[config.mk]
export PLATFORM = sky130hd
export DESIGN_NAME = multicycle_control_fsm_flat
export DESIGN_NICKNAME = d
export VERILOG_FILES = /design/src/rtl/multicycle_control_fsm_pkg.sv /design/src/rtl/multicycle_control_fsm_if.sv /design/src/rtl/alu_decoder.sv /design/src/rtl/multicycle_control_fsm.sv /design/src/flat_wrapper.sv
export SDC_FILE = /design/constraint.sdc
export NUM_CORES = 1
export LEC_CHECK = 0
export ABC_AREA = 0
export CAP_MARGIN = 20
export CORE_UTILIZATION = 36
export DETAILED_ROUTE_END_ITERATION = 8
export HOLD_SLACK_MARGIN = 0.05
export PLACE_DENSITY = 0.83
export SLEW_MARGIN = 0
export SYNTH_ARGS = -nofsm -noshare
export SYNTH_HDL_FRONTEND = slang
export SYNTH_HIERARCHICAL = 1
export SYNTH_SLANG_ARGS = --single-unit
[constraint.sdc]
create_clock -name clk -period 2.5 [get_ports clk]
set_input_delay 0.5 -clock clk [delete_from_list [all_inputs] [get_ports clk]]
set_output_delay 0.5 -clock clk [all_outputs]
set_load 0.005 [all_outputs]
[src/rtl/multicycle_control_fsm_pkg.sv]
// =============================================================================
// Module      : multicycle_control_fsm_pkg
// Description : Shared state and control-field encodings for the multicycle FSM.
// Revision    : 1.0 - initial release
// =============================================================================
`default_nettype none

package multicycle_control_fsm_pkg;

   typedef enum logic [3:0] {
      S_FETCH    = 4'd0,
      S_DECODE   = 4'd1,
      S_MEMADR   = 4'd2,
      S_MEMREAD  = 4'd3,
      S_MEMWB    = 4'd4,
      S_MEMWRITE = 4'd5,
      S_EXECUTER = 4'd6,
      S_EXECUTEI = 4'd7,
      S_ALUWB    = 4'd8,
      S_BRANCH   = 4'd9
   } state_t;

   localparam logic [1:0] C_ALU_ADD    = 2'b00;
   localparam logic [1:0] C_ALU_SUB    = 2'b01;
   localparam logic [1:0] C_ALU_AND    = 2'b10;
   localparam logic [1:0] C_ALU_ORR    = 2'b11;

   localparam logic [1:0] C_RES_ALUOUT = 2'b00;
   localparam logic [1:0] C_RES_DATA   = 2'b01;
   localparam logic [1:0] C_RES_ALU    = 2'b10;

   localparam logic [1:0] C_SRCB_RM    = 2'b00;
   localparam logic [1:0] C_SRCB_IMM   = 2'b01;
   localparam logic [1:0] C_SRCB_FOUR  = 2'b10;

   localparam logic [1:0] C_OP_DP      = 2'b00;
   localparam logic [1:0] C_OP_MEM     = 2'b01;
   localparam logic [1:0] C_OP_BR      = 2'b10;

   localparam logic [3:0] C_CMD_ADD    = 4'b0100;
   localparam logic [3:0] C_CMD_SUB    = 4'b0010;
   localparam logic [3:0] C_CMD_AND    = 4'b0000;
   localparam logic [3:0] C_CMD_ORR    = 4'b1100;
   localparam logic [3:0] C_CMD_CMP    = 4'b1010;

endpackage

`default_nettype wire

[src/rtl/multicycle_control_fsm_if.sv]
// =============================================================================
// Module      : multicycle_control_fsm_if
// Description : Instruction fields in, datapath control strobes out.
// Revision    : 1.0 - initial release
// =============================================================================
`default_nettype none

interface multicycle_control_fsm_if;

   logic [1:0] Op;
   logic [5:0] Funct;
   logic [3:0] Rd;

   logic       PCS;
   logic       RegW;
   logic       MemW;
   logic [1:0] FlagW;
   logic       NoWrite;
   logic       NextPC;
   logic       IRWrite;
   logic       AdrSrc;
   logic [1:0] ResultSrc;
   logic       ALUSrcA;
   logic [1:0] ALUSrcB;
   logic [1:0] ALUControl;
   logic [1:0] ImmSrc;
   logic [1:0] RegSrc;

   modport master (
      output Op, Funct, Rd,
      input  PCS, RegW, MemW, FlagW, NoWrite, NextPC, IRWrite, AdrSrc,
             ResultSrc, ALUSrcA, ALUSrcB, ALUControl, ImmSrc, RegSrc
   );

   modport slave (
      input  Op, Funct, Rd,
      output PCS, RegW, MemW, FlagW, NoWrite, NextPC, IRWrite, AdrSrc,
             ResultSrc, ALUSrcA, ALUSrcB, ALUControl, ImmSrc, RegSrc
   );

endinterface

`default_nettype wire

[src/rtl/alu_decoder.sv]
// =============================================================================
// Module      : alu_decoder
// Description : Maps data-processing cmd/S bits to ALU operation and flag writes.
// Revision    : 1.0 - initial release
// =============================================================================
`default_nettype none

module alu_decoder
   import multicycle_control_fsm_pkg::*;
(
   input  logic       alu_op_i,
   input  logic [5:0] funct_i,
   output logic [1:0] alu_control_o,
   output logic [1:0] flag_w_o,
   output logic       no_write_o
);

   always_comb begin
      alu_control_o = C_ALU_ADD;
      flag_w_o      = 2'b00;
      no_write_o    = 1'b0;
      if (alu_op_i) begin
         case (funct_i[4:1])
            C_CMD_ADD: alu_control_o = C_ALU_ADD;
            C_CMD_SUB: alu_control_o = C_ALU_SUB;
            C_CMD_AND: alu_control_o = C_ALU_AND;
            C_CMD_ORR: alu_control_o = C_ALU_ORR;
            C_CMD_CMP: begin
               alu_control_o = C_ALU_SUB;
               no_write_o    = 1'b1;
            end
            default:   alu_control_o = C_ALU_ADD;
         endcase
         // C and V are only meaningful for arithmetic operations
         flag_w_o = {funct_i[0],
                     funct_i[0] & ((alu_control_o == C_ALU_ADD) ||
                                   (alu_control_o == C_ALU_SUB))};
      end
   end

endmodule

`default_nettype wire

[src/rtl/multicycle_control_fsm.sv]
// =============================================================================
// Module      : multicycle_control_fsm
// Description : Moore control FSM for a multicycle ARM-subset processor.
// Revision    : 1.0 - initial release
// =============================================================================
`default_nettype none

module multicycle_control_fsm
   import multicycle_control_fsm_pkg::*;
(
   input  logic                    clk,
   input  logic                    reset,
   multicycle_control_fsm_if.slave bus
);

   state_t state_q;
   state_t state_d;

   logic       w_irwrite;
   logic       w_nextpc;
   logic       w_adrsrc;
   logic [1:0] w_resultsrc;
   logic       w_alusrca;
   logic [1:0] w_alusrcb;
   logic       w_alu_op;
   logic       w_regw;
   logic       w_memw;
   logic       w_branch;

   logic [1:0] w_alu_control;
   logic [1:0] w_flag_w;
   logic       w_no_write;

   always_ff @(posedge clk) begin
      if (reset) state_q <= S_FETCH;
      else       state_q <= state_d;
   end

   always_comb begin
      state_d = S_FETCH;
      case (state_q)
         S_FETCH:    state_d = S_DECODE;
         S_DECODE: begin
            case (bus.Op)
               C_OP_MEM: state_d = S_MEMADR;
               C_OP_DP:  state_d = bus.Funct[5] ? S_EXECUTEI : S_EXECUTER;
               C_OP_BR:  state_d = S_BRANCH;
               default:  state_d = S_FETCH;
            endcase
         end
         S_MEMADR:   state_d = bus.Funct[0] ? S_MEMREAD : S_MEMWRITE;
         S_MEMREAD:  state_d = S_MEMWB;
         S_EXECUTER: state_d = S_ALUWB;
         S_EXECUTEI: state_d = S_ALUWB;
         default:    state_d = S_FETCH;
      endcase
   end

   always_comb begin
      w_irwrite   = 1'b0;
      w_nextpc    = 1'b0;
      w_adrsrc    = 1'b0;
      w_resultsrc = C_RES_ALUOUT;
      w_alusrca   = 1'b0;
      w_alusrcb   = C_SRCB_RM;
      w_alu_op    = 1'b0;
      w_regw      = 1'b0;
      w_memw      = 1'b0;
      w_branch    = 1'b0;
      case (state_q)
         S_FETCH: begin
            w_irwrite   = 1'b1;
            w_nextpc    = 1'b1;
            w_alusrca   = 1'b1;
            w_alusrcb   = C_SRCB_FOUR;
            w_resultsrc = C_RES_ALU;
         end
         S_DECODE: begin
            w_alusrca   = 1'b1;
            w_alusrcb   = C_SRCB_FOUR;
            w_resultsrc = C_RES_ALU;
         end
         S_MEMADR:   w_alusrcb = C_SRCB_IMM;
         S_MEMREAD:  w_adrsrc  = 1'b1;
         S_MEMWB: begin
            w_resultsrc = C_RES_DATA;
            w_regw      = 1'b1;
         end
         S_MEMWRITE: begin
            w_adrsrc = 1'b1;
            w_memw   = 1'b1;
         end
         S_EXECUTER: begin
            w_alusrcb = C_SRCB_RM;
            w_alu_op  = 1'b1;
         end
         S_EXECUTEI: begin
            w_alusrcb = C_SRCB_IMM;
            w_alu_op  = 1'b1;
         end
         S_ALUWB:    w_regw = 1'b1;
         S_BRANCH: begin
            w_alusrcb   = C_SRCB_IMM;
            w_resultsrc = C_RES_ALU;
            w_branch    = 1'b1;
         end
         default: ;
      endcase
   end

   alu_decoder u_alu_decoder (
      .alu_op_i      (w_alu_op),
      .funct_i       (bus.Funct),
      .alu_control_o (w_alu_control),
      .flag_w_o      (w_flag_w),
      .no_write_o    (w_no_write)
   );

   // Architectural side effects are blocked combinationally while reset is held
   assign bus.RegW       = w_regw   & ~reset;
   assign bus.MemW       = w_memw   & ~reset;
   assign bus.IRWrite    = w_irwrite & ~reset;
   assign bus.NextPC     = w_nextpc & ~reset;
   assign bus.PCS        = (((bus.Rd == 4'hF) & w_regw) | w_branch) & ~reset;
   assign bus.AdrSrc     = w_adrsrc;
   assign bus.ResultSrc  = w_resultsrc;
   assign bus.ALUSrcA    = w_alusrca;
   assign bus.ALUSrcB    = w_alusrcb;
   assign bus.ALUControl = w_alu_control;
   assign bus.FlagW      = w_flag_w;
   assign bus.NoWrite    = w_no_write;
   assign bus.ImmSrc     = bus.Op;
   assign bus.RegSrc     = {bus.Op == C_OP_MEM, bus.Op == C_OP_BR};

endmodule

`default_nettype wire

[src/flat_wrapper.sv]
// flat-port wrapper written by rule: the top's interface ports become plain ports
module multicycle_control_fsm_flat import multicycle_control_fsm_pkg::*;
  (clk, reset, bus_Op, bus_Funct, bus_Rd, bus_PCS, bus_RegW, bus_MemW, bus_FlagW, bus_NoWrite, bus_NextPC, bus_IRWrite, bus_AdrSrc, bus_ResultSrc, bus_ALUSrcA, bus_ALUSrcB, bus_ALUControl, bus_ImmSrc, bus_RegSrc);
  multicycle_control_fsm_if bus_i ();
  input  logic clk;
  input  logic reset;
  input wire logic [$bits(bus_i.Op)-1:0] bus_Op;
  input wire logic [$bits(bus_i.Funct)-1:0] bus_Funct;
  input wire logic [$bits(bus_i.Rd)-1:0] bus_Rd;
  output wire logic [$bits(bus_i.PCS)-1:0] bus_PCS;
  output wire logic [$bits(bus_i.RegW)-1:0] bus_RegW;
  output wire logic [$bits(bus_i.MemW)-1:0] bus_MemW;
  output wire logic [$bits(bus_i.FlagW)-1:0] bus_FlagW;
  output wire logic [$bits(bus_i.NoWrite)-1:0] bus_NoWrite;
  output wire logic [$bits(bus_i.NextPC)-1:0] bus_NextPC;
  output wire logic [$bits(bus_i.IRWrite)-1:0] bus_IRWrite;
  output wire logic [$bits(bus_i.AdrSrc)-1:0] bus_AdrSrc;
  output wire logic [$bits(bus_i.ResultSrc)-1:0] bus_ResultSrc;
  output wire logic [$bits(bus_i.ALUSrcA)-1:0] bus_ALUSrcA;
  output wire logic [$bits(bus_i.ALUSrcB)-1:0] bus_ALUSrcB;
  output wire logic [$bits(bus_i.ALUControl)-1:0] bus_ALUControl;
  output wire logic [$bits(bus_i.ImmSrc)-1:0] bus_ImmSrc;
  output wire logic [$bits(bus_i.RegSrc)-1:0] bus_RegSrc;
  assign bus_i.Op = bus_Op;
  assign bus_i.Funct = bus_Funct;
  assign bus_i.Rd = bus_Rd;
  assign bus_PCS = bus_i.PCS;
  assign bus_RegW = bus_i.RegW;
  assign bus_MemW = bus_i.MemW;
  assign bus_FlagW = bus_i.FlagW;
  assign bus_NoWrite = bus_i.NoWrite;
  assign bus_NextPC = bus_i.NextPC;
  assign bus_IRWrite = bus_i.IRWrite;
  assign bus_AdrSrc = bus_i.AdrSrc;
  assign bus_ResultSrc = bus_i.ResultSrc;
  assign bus_ALUSrcA = bus_i.ALUSrcA;
  assign bus_ALUSrcB = bus_i.ALUSrcB;
  assign bus_ALUControl = bus_i.ALUControl;
  assign bus_ImmSrc = bus_i.ImmSrc;
  assign bus_RegSrc = bus_i.RegSrc;
  multicycle_control_fsm u_core (.clk(clk), .reset(reset), .bus(bus_i));
endmodule
Fig. 1: placed standard cells
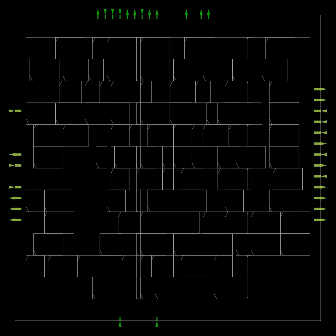
core region area: 1156 sq um
final design utilization: 68.61%
Seq/total area: 10.09%
Tap Count: 14
Post-Layout Cell Count: 105

Fig. 2: nets reached from selected ports
The bar under the picture is 10 um long.
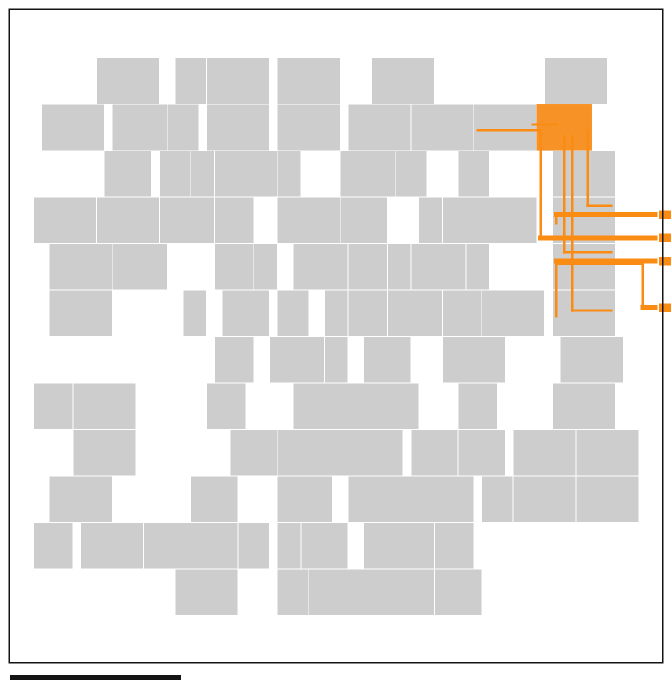
colour	port	bits	direction	edge	end cells	wire
orange	bus_Rd	4	input	right	1	69.5 um
number of port buffers: 33
I/O pin total: 34

Fig. 3: routed metal per tile
The die is cut into 8 by 8 equal tiles; dark blue is low, red is high, scaled to the fullest tile. Values are wire area over tile area, all layers added.
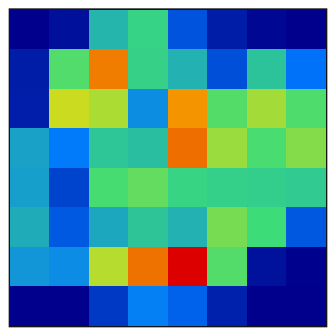
mean over tiles	0.13
tiles over half the peak	30%
nearly empty tiles	13%
fullest tile	0.37
wire per inst: 11.49 um
via count: 538
gr usage total: 18.10%
final WL: 1206 um

Fig. 4: floorplan with the power grid
The bar under the picture is 10 um long. Pins as bars on the die edge. Tap cells in grey.
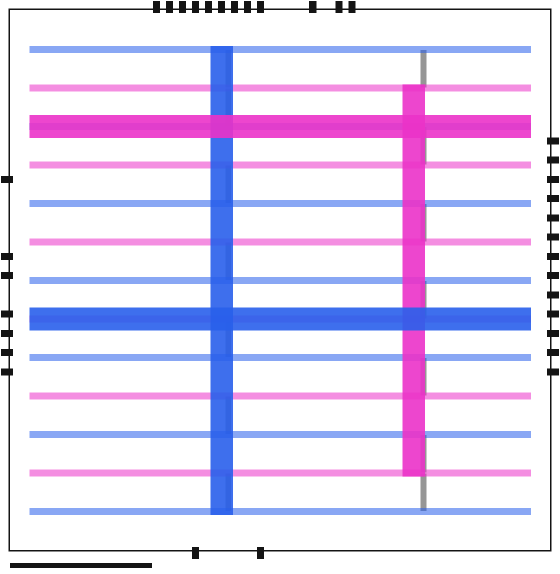
colour	net
magenta	VDD
blue	VSS
met1 rails	13
rows	12
Die Wd: 38.15 um
Max VDD drop: 249.2 uV

Fig. 5: cells coloured by class
Fill, decap, tap and diode cells in grey.
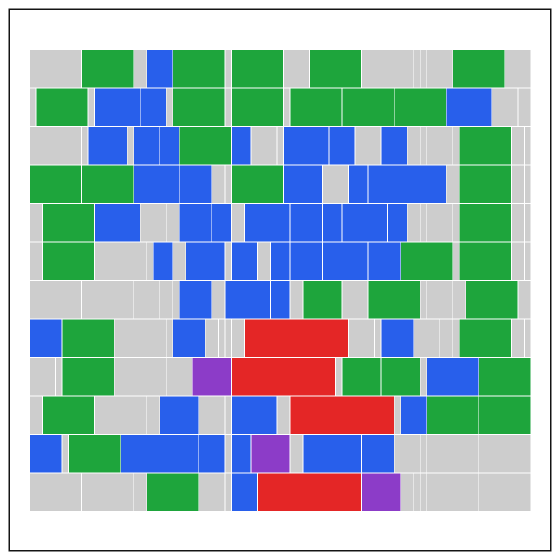
colour	class	cells	share of their area
purple	clock-net drivers	3	2.9%
red	registers	4	10%
green	remaining buffers and delay cells	36	45%
blue	remaining logic cells	48	41%
final instance area: 793.3 sq um
Cell Rows: 12

==> flow_summary.json <==
{
  "antenna_found_initial": 0,
  "maxSlewHeadroom_pct": 71.89,
  "max_slew.worst_pin.slew_ns": 0.4211,
  "nClkBuffers": 3,
  "combAreaFraction_pct": 38.49,
  "mostFrequentLayoutCell": "clkdlybuf4s50_1",
  "largest_reg_flops": 4,
  "synth_area_leader_cell": "dfxtp_1",
  "filler_cell_count": 94,
  "synthMuxAreaShare_pct": 0,
  "ys_seq_share_pct": 17.02,
  "yosys_area_sq_um": 470.5,
  "rr_worst_depth": 3,
  "clockRootBuffer": "clkbuf_4",
  "xor_area_share_pct": 7.447,
  "synth.most_common_cell": "nor3_1",
  "grtUsageMet2_pct": 32.63,
  "seq_area_sq_um": 80.08,
  "ys.flops": 4,
  "inverters": 4,
  "period_used_pct": 97.17,
  "dp_slack_ns": 0.07009,
  "comb_area_sq_um": 305.3,
  "dr_wl_met2_um": 586,
  "yosys_cells": 61,
  "arrival_ns": 1.93,
  "p_per_area_nw_per_um2": 335.2,
  "synth_cells": 61,
  "h-tree-depth": 1,
  "die_area_sq_um": 1455,
  "power_leader": "combinational cells",
  "cp-end-kind": "output pin",
  "pwr-share-seq_pct": 29.8,
  "skew_ns": 0.005305,
  "max_stage_delay_ns": 0.52,
  "synth_adder_area_share_pct": 0,
  "fmax_mhz": 411.6,
  "gp_congestion": 0.7139,
  "via_per_inst": 5.124,
  "critPathLaunch": "reset",
  "r2r-end": "u_core/state_q[2]",
  "grt_start_max_net_pins": 16,
  "comb_power_mw": 0.109,
  "combinationalPowerShare_pct": 41.1,
  "synthToLayoutAreaGrowth_pct": 68.62,
  "drc": 0,
  "crit_buf_inv": 2,
  "start_kind": "input pin",
  "p_sw_share_pct": 28.07,
  "clock_area_share_pct": 2.839,
  "path_delay_family": "buffers and inverters",
  "p_seq_mw": 0.0792,
  "path_common_cell": "clkdlybuf4s50_1",
  "path_cells": "clkdlybuf4s50_1 -> or3_4 -> nor3_2 -> clkdlybuf4s50_1",
  "postCtsResizedCells": 0,
  "hold_buffers": 0,
  "rsz0062_at_grt": "no",
  "final.min_clock_period_ns": 2.429,
  "diodes": 0,
  "holdCritStartpoint": "u_core/state_q[0]",
  "p_leak_nw": 0.2778,
  "worstSetupEndpoint": "bus_IRWrite",
  "nNonClkBuffers": 36,
  "fin_hold_ws_ns": 0.6308,
  "overflow": 0,
  "cts.path.max_buffers": 2,
  "grt_pass1_vias": 468,
  "n_sequential_cell": 4,
  "synthFlopType": "dfxtp_1",
  "outcome": "finished clean",
  "cts_setup_buffers": 0,
  "clk_pin_slew_worst_paths_ns": 0.04,
  "worstPathRequired_ns": 2.00,
  "critPathMaxFanout": 2
}
Power figures rest on the tool's default switching activity, not on a simulated workload.
